Fig. 1: wiring by layer
(2 px per um)
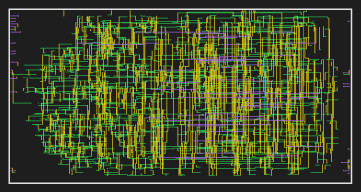
Fig. 2: gate-type map
(2 px per um)
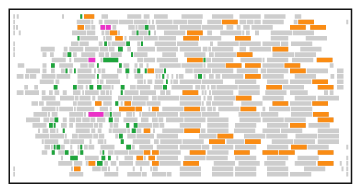
Fig. 3: clock nets
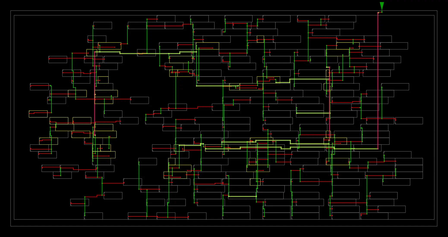
Fig. 4: clock network drawn from the DEF
(4 px per um)
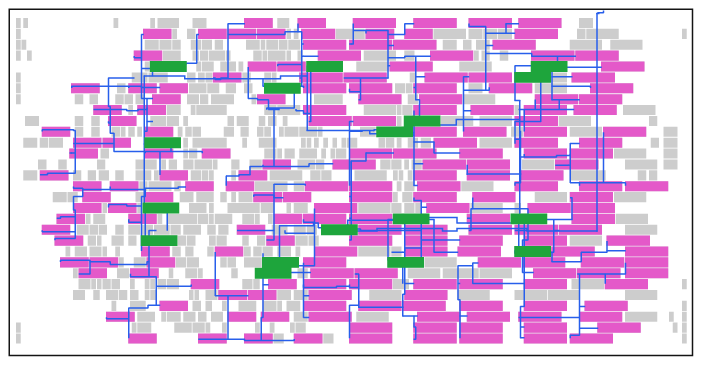
Fig. 5: met3 routing
(4 px per um)
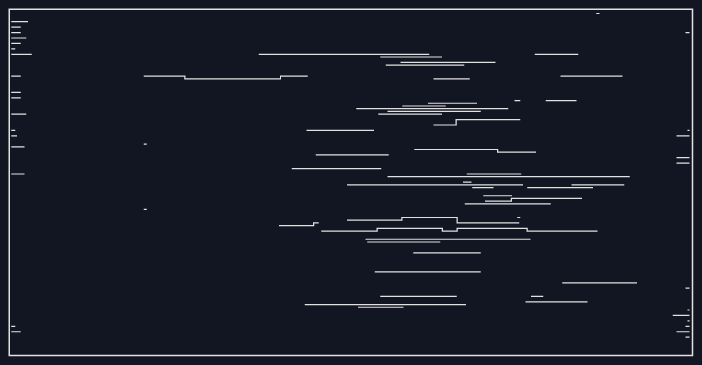
===== config.mk =====
export PLATFORM = sky130hd
export DESIGN_NAME = relm_ps2_rx
export DESIGN_NICKNAME = d
export VERILOG_FILES = /design/src/rtl/relm_ps2_rx.sv
export SDC_FILE = /design/constraint.sdc
export NUM_CORES = 1
export LEC_CHECK = 0
export CAP_MARGIN = 10
export CORE_ASPECT_RATIO = 0.5
export CORE_UTILIZATION = 58
export DETAILED_ROUTE_END_ITERATION = 6
export MAX_ROUTING_LAYER = met4
export PLACE_DENSITY_LB_ADDON = 0.3
export SKIP_LAST_GASP = 1
export SLEW_MARGIN = 15
export SYNTH_ARGS = -nofsm -noshare
export SYNTH_HDL_FRONTEND = slang
export SYNTH_SLANG_ARGS = --single-unit

===== constraint.sdc =====
create_clock -name clk -period 4.25 [get_ports clk]
set_clock_uncertainty 0.2 [all_clocks]
set_input_delay 1.275 -clock clk [delete_from_list [all_inputs] [get_ports clk]]
set_output_delay 1.275 -clock clk [all_outputs]
set_load 0.005 [all_outputs]

===== src/rtl/relm_ps2_rx.sv =====
// PS/2 receive deserializer: glitch-filtered pad sampling, 11-bit frame checking,
// and a show-ahead byte FIFO exposed to the ReLM core as a single pop port.
module relm_ps2_rx #(
  parameter int unsigned WD      = 32,
  parameter int unsigned WAD     = 4,
  parameter int unsigned NFILT   = 8,
  parameter int unsigned WT      = 17,
  parameter int unsigned TIMEOUT = 100000
) (
  input  logic          clk,
  input  logic          rst,
  input  logic          ps2_clk_in,
  input  logic          ps2_dat_in,
  input  logic [WD:0]   pop_d,
  output logic [WD:0]   pop_q
);

  localparam int unsigned DEPTH = 2 ** WAD;
  localparam int unsigned WC    = WAD + 1;
  localparam logic [WT-1:0] TO_LAST = WT'(TIMEOUT - 1);
  localparam logic [WT-1:0] TO_MAX  = '1;
  localparam logic [WC-1:0] FULL_CNT = WC'(DEPTH);

  typedef enum logic [1:0] {
    S_IDLE,
    S_DATA,
    S_PAR,
    S_STOP
  } state_t;

  // Pad filters; the shift registers also serve as the synchronizer for the async pads.
  logic [NFILT-1:0] clk_sr;
  logic [NFILT-1:0] dat_sr;
  logic             clk_f;
  logic             dat_f;

  always_ff @(posedge clk) begin
    if (rst) begin
      clk_sr <= '1;
      dat_sr <= '1;
      clk_f  <= 1'b1;
      dat_f  <= 1'b1;
    end else begin
      clk_sr <= {clk_sr[NFILT-2:0], ps2_clk_in};
      dat_sr <= {dat_sr[NFILT-2:0], ps2_dat_in};
      if (&clk_sr)       clk_f <= 1'b1;
      else if (~|clk_sr) clk_f <= 1'b0;
      if (&dat_sr)       dat_f <= 1'b1;
      else if (~|dat_sr) dat_f <= 1'b0;
    end
  end

  // Falling edge: the cycle in which filtered clk is about to drop from 1 to 0.
  logic fall_c;
  assign fall_c = clk_f & ~|clk_sr;

  // Frame state
  state_t        state;
  logic [2:0]    bcnt;
  logic [7:0]    sh;
  logic          par;
  logic [WT-1:0] tcnt;

  logic timeout_c;
  logic stop_c;
  logic frame_ok_c;
  logic frame_good_c;
  logic frame_bad_c;

  assign timeout_c    = (state != S_IDLE) && (tcnt == TO_LAST);
  assign stop_c       = fall_c && !timeout_c && (state == S_STOP);
  assign frame_ok_c   = dat_f && (^{sh, par});
  assign frame_good_c = stop_c && frame_ok_c;
  assign frame_bad_c  = timeout_c || (stop_c && !frame_ok_c);

  always_ff @(posedge clk) begin
    if (rst) begin
      state <= S_IDLE;
      bcnt  <= 3'd0;
      sh    <= 8'h00;
      par   <= 1'b0;
      tcnt  <= '0;
    end else begin
      if ((state == S_IDLE) || fall_c) tcnt <= '0;
      else if (tcnt != TO_MAX)         tcnt <= tcnt + WT'(1);

      if (timeout_c) begin
        state <= S_IDLE;
      end else if (fall_c) begin
        case (state)
          S_IDLE: begin
            // A high start bit is treated as line noise and ignored.
            if (!dat_f) begin
              state <= S_DATA;
              bcnt  <= 3'd0;
            end
          end
          S_DATA: begin
            sh <= {dat_f, sh[7:1]};
            if (bcnt == 3'd7) state <= S_PAR;
            else              bcnt  <= bcnt + 3'd1;
          end
          S_PAR: begin
            par   <= dat_f;
            state <= S_STOP;
          end
          S_STOP: begin
            state <= S_IDLE;
          end
          default: state <= S_IDLE;
        endcase
      end
    end
  end

  // Show-ahead FIFO
  logic [7:0]     mem [DEPTH];
  logic [WAD-1:0] rd;
  logic [WAD-1:0] wr;
  logic [WC-1:0]  cnt;
  logic           err_q;
  logic           ovf_q;

  logic valid_c;
  logic full_c;
  logic pop_c;
  logic push_c;
  logic ovf_set_c;
  logic clr_c;

  assign valid_c   = (cnt != '0);
  assign full_c    = (cnt == FULL_CNT);
  assign pop_c     = pop_d[WD] && valid_c;
  assign push_c    = frame_good_c && (!full_c || pop_c);
  assign ovf_set_c = frame_good_c && full_c && !pop_c;
  assign clr_c     = pop_d[WD] && pop_d[WD-2];

  always_ff @(posedge clk) begin
    if (push_c) mem[wr] <= sh;
  end

  always_ff @(posedge clk) begin
    if (rst) begin
      rd    <= '0;
      wr    <= '0;
      cnt   <= '0;
      err_q <= 1'b0;
      ovf_q <= 1'b0;
    end else begin
      if (push_c) wr <= wr + WAD'(1);
      if (pop_c)  rd <= rd + WAD'(1);
      case ({push_c, pop_c})
        2'b10:   cnt <= cnt + WC'(1);
        2'b01:   cnt <= cnt - WC'(1);
        default: cnt <= cnt;
      endcase
      // Set has priority over a simultaneous clear.
      if (frame_bad_c)    err_q <= 1'b1;
      else if (clr_c)     err_q <= 1'b0;
      if (ovf_set_c)      ovf_q <= 1'b1;
      else if (clr_c)     ovf_q <= 1'b0;
    end
  end

  // Pop response; the byte field reads as zero whenever nothing is buffered.
  always_comb begin
    pop_q      = '0;
    pop_q[WD]  = !valid_c && !pop_d[WD-1];
    pop_q[10]  = err_q;
    pop_q[9]   = ovf_q;
    pop_q[8]   = valid_c;
    pop_q[7:0] = valid_c ? mem[rd] : 8'h00;
  end

  logic unused_pop_bits;
  assign unused_pop_bits = ^pop_d[WD-3:0];

endmodule


==> deck_impl_summary.md <==
Flow Results at a Glance

Logic synthesis
  – Post-Synthesis Cells: 554
  – Adder Share, Synth: 0.0243
  – Ys flops: 196
  – Fraction of registers with async set/reset: 0
  – Commonest flop: edfxtp_1
  – Sequential fraction of the synthesis area: 0.633
  – Parity-gate share of the synthesized area counting xor and xnor cells: 0.0332
  – Commonest cells in the netlist: edfxtp_1, dfxtp_1, nor2_1, mux4_2, buf_4
  – EDFF count, synth: 128
  – Area share of the largest cell type after synthesis: 0.467
  – MUX area fraction: 0.134
  – Area fraction in and, or, nand and nor cells: 0.118
  – Count leader, synth: edfxtp_1
  – Synth area leader: edfxtp_1
  – Chip area estimate from yosys synthesis: ~0.0082 sq mm
  – Synth Warn #: 0
  – Library cells used by synthesis: 54
  – Area fraction in compound gates: 0.0219
  – Largest family of logic cells by area: multiplexers
  – Synth Area per Inst: 14.8 sq um
  – Yosys Instances: 554
  – Post-Syn Area: about 0.0082 sq mm
  – Top area cell types: edfxtp_1, dfxtp_1, mux4_2, nor2_1, ha_1

Worst setup path
  – Critical Path Slowest Stage Cell: mux4_2
  – Type of element capturing the critical path: output pin
  – Worst-case reg-to-reg path depth: 12
  – Crit path DAT: between 2 and 3 ns
  – Most numerous cell on the critical path: mux4_2
  – Crit-path leading delay family: multiplexers
  – Reg-to-Reg Start: state[0]
  – Peak per-stage delay on the critical path: 0.53 ns
  – Capture point of the critical path: pop_q[1]
  – Internal reg-to-reg setup slack: between 0.7 and 0.8 ns
  – Setup crit start kind: flop
  – Worst-path fanout max: 8
  – Worst Setup Path Type: reg -> out
  – Bufs and invs on worst path: 2
  – End of the worst register-to-register path: cnt[4]
  – Worst Path Required: about 2.8 ns
  – Instance count on the critical path: 5
  – Cell-by-cell listing of the critical path: clkbuf_16, mux4_2, mux4_2, and2_1, clkdlybuf4s50_1

Final layout
  – Commonest cells after routing, fill and taps aside: edfxtp_1, dfxtp_1, nor2_1, mux4_2, buf_4
  – Number of flip-flops under the largest register name: 128
  – Total number of nets in the final design: 650
  – Inverter count: 7
  – Proportion of cell area occupied by registers: 0.558
  – Register with the most flip-flops: mem
  – Number of sequential cells in the layout: just under 200
  – # fillers: 915
  – Fraction of final layout cells with drive strength greater than 1: 0.218
  – Top flop regs: mem: 128 flops, tcnt: 17 flops
  – Area of combinational cells with multiple inputs: between 0.002 and 0.003 sq mm
  – Core occupancy in the finished layout: 0.681
  – ANT cells: 0
  – Multi-input gate count: 325
  – Final instance area: between 0.009 and 0.01 sq mm
  – Sequential standard cell area: 0.00521 sq mm
  – Biggest area consumer among cell classes: sequential cells
  – Number of clock-tree buffers in the layout: 18
  – Layout area overhead: 13.4%
  – Area fraction of clock buffers and clock inverters: 0.0608
  – Total of plain and repair buffers excluding clock buffers: 50
  – Data buffer area share: 0.0519

Timing
  – Number of max-slew violations in the final report: 0
  – Final hold slack: 0.266 ns
  – Worst slew pin tran: 0.698 ns
  – Final period utilization: 0.992
  – Final setup margin: 0.0347 ns
  – Number of endpoints failing setup at the final stage: 0
  – Final period demand of the worst path: 4.22 ns
  – Max Fclk: between 200 and 250 MHz
  – Setup TNS: 0 ns
  – Rel. slew slack: 0.534
  – Hold Violations, Final: 0

Power
  – Sequential power share: 0.540
  – Total net switching power: 846 uW
  – Internal power: 2900 uW
  – Worst VDD drop: 0.274 mV
  – Clock power frac: 0.409
  – Power drawn by the clock network: between 1500 and 2000 uW
  – Fraction of power spent switching nets: 0.226
  – Top pwr grp: registers
  – Pwr dens: 401 mW/mm^2
  – Leakage power: 0.00323 uW
  – Post-route total power: 3740 uW
  – Combinational share of power: 0.051
  – Combinational power: 191 uW
  – Power attributed to sequential cells: just over 2000 uW

Clock network
  – Reg clk slew, reported paths: ~0.070 ns
  – Number of buffers on the longest clock path: 2
  – Total of cells resized after clock tree synthesis: 0
  – Hold_buf cts: 0
  – Number of buffers inserted by post-CTS setup repair: 0
  – TritonCTS clock tree: done
  – Count of clock tree sinks: 196
  – Htree depth: 4
  – CTS root buf: clkbuf_16

Floorplan
  – Initial core utilization: 0.600
  – Io pins: 70
  – Die Height: 86.2 um
  – Tapcell count: 192
  – Die X-Extent: 170 um
  – Core Rows: 30
  – Full die area: 0.0147 sq mm
  – Core area: roughly 0.014 sq mm

Placed design
  – Placed wire-length estimate after detailed placement: 9380 um
  – Post-Place Worst Slack: 0.359 ns
  – Standard cell area after detailed placement: 0.00870 sq mm
  – Cell count after placement: 767
  – Placer congestion estimate: 0.774

Routing
  – Iteration tally of the first detailed-router pass: 6
  – Drt initial violations: 424
  – Wire length on met2: 7590 um
  – Detailed-route wire length on metal 1: 6470 um
  – Metal3 WL: 994 um
  – Uppermost layer routed: met4
  – Post-route DRC violation count: 0
  – Number of antenna-violating nets in the routed design: 0
  – Routed vias/inst: 5.55

Run
  – Count of maximum capacitance violations: 0
  – Count of warning messages emitted by the tools: 63

GRT
  – Gr busiest metal: met2
  – Global routing usage on met1: 0.289
  – GR Util met2: 0.373
  – Largest net degree at the start of global routing: ~48
  – Global-route wire length before repair: 23500 um
  – Number of antenna violations at the first check in global routing: 0
  – Vias in the first global route: 4506
  – Global route overflow: 0

Hold path
  – Hold/Removal Path Class: reg -> reg
  – Hold Startpoint: clk_sr[2]
  – Worst Hold Depth: 1
  – Sink of the worst hold path: clk_sr[3]

Run status
  – Result of the run: completed
-- Fig. 1 (at the start) --
legend:
  met4:
    colour: cyan
    wire_length: 143 um
  met1:
    colour: green
    wire_length: 6470 um
  met2:
    colour: yellow
    wire_length: 7590 um
  met3:
    colour: purple
    wire_length: 994 um
average routed wire per standard cell: 18.9 um
number of vias in the routed layout: 4452
routed wire length: 15200 um
global routing usage summed across all routing layers: 0.227

-- Fig. 2 (at the start) --
legend:
  NAND gates:
    colour: green
    cells: 57
    most_used: nand2_1
  multiplexers:
    colour: orange
    cells: 58
    most_used: mux4_2
  AND-OR and OR-AND gates:
    colour: magenta
    cells: 4
    where: upper left
non-filler instance count after layout: 802
fraction of area in multi-input gates: 0.300
most frequent standard cell in the layout excluding fill and tap cells: edfxtp_1

-- Fig. 3 (at the start) --
clock insertion delay at the later pin of the skew report: 0.43 ns
total clock buffers created by CTS: 17

-- Fig. 4 (at the start) --
legend:
  clock wires:
    colour: blue
    length: 2020 um
  cells driving clock nets:
    colour: green
    count: 17
  flip-flops:
    colour: magenta
    count: 196
flops lie: all over the die

-- Fig. 5 (at the start) --
longest straight run: 60.3 um
nets with wire on the layer: 56
global-route track usage on met3: 0.0516

Power is estimated from default activity; no workload was simulated.
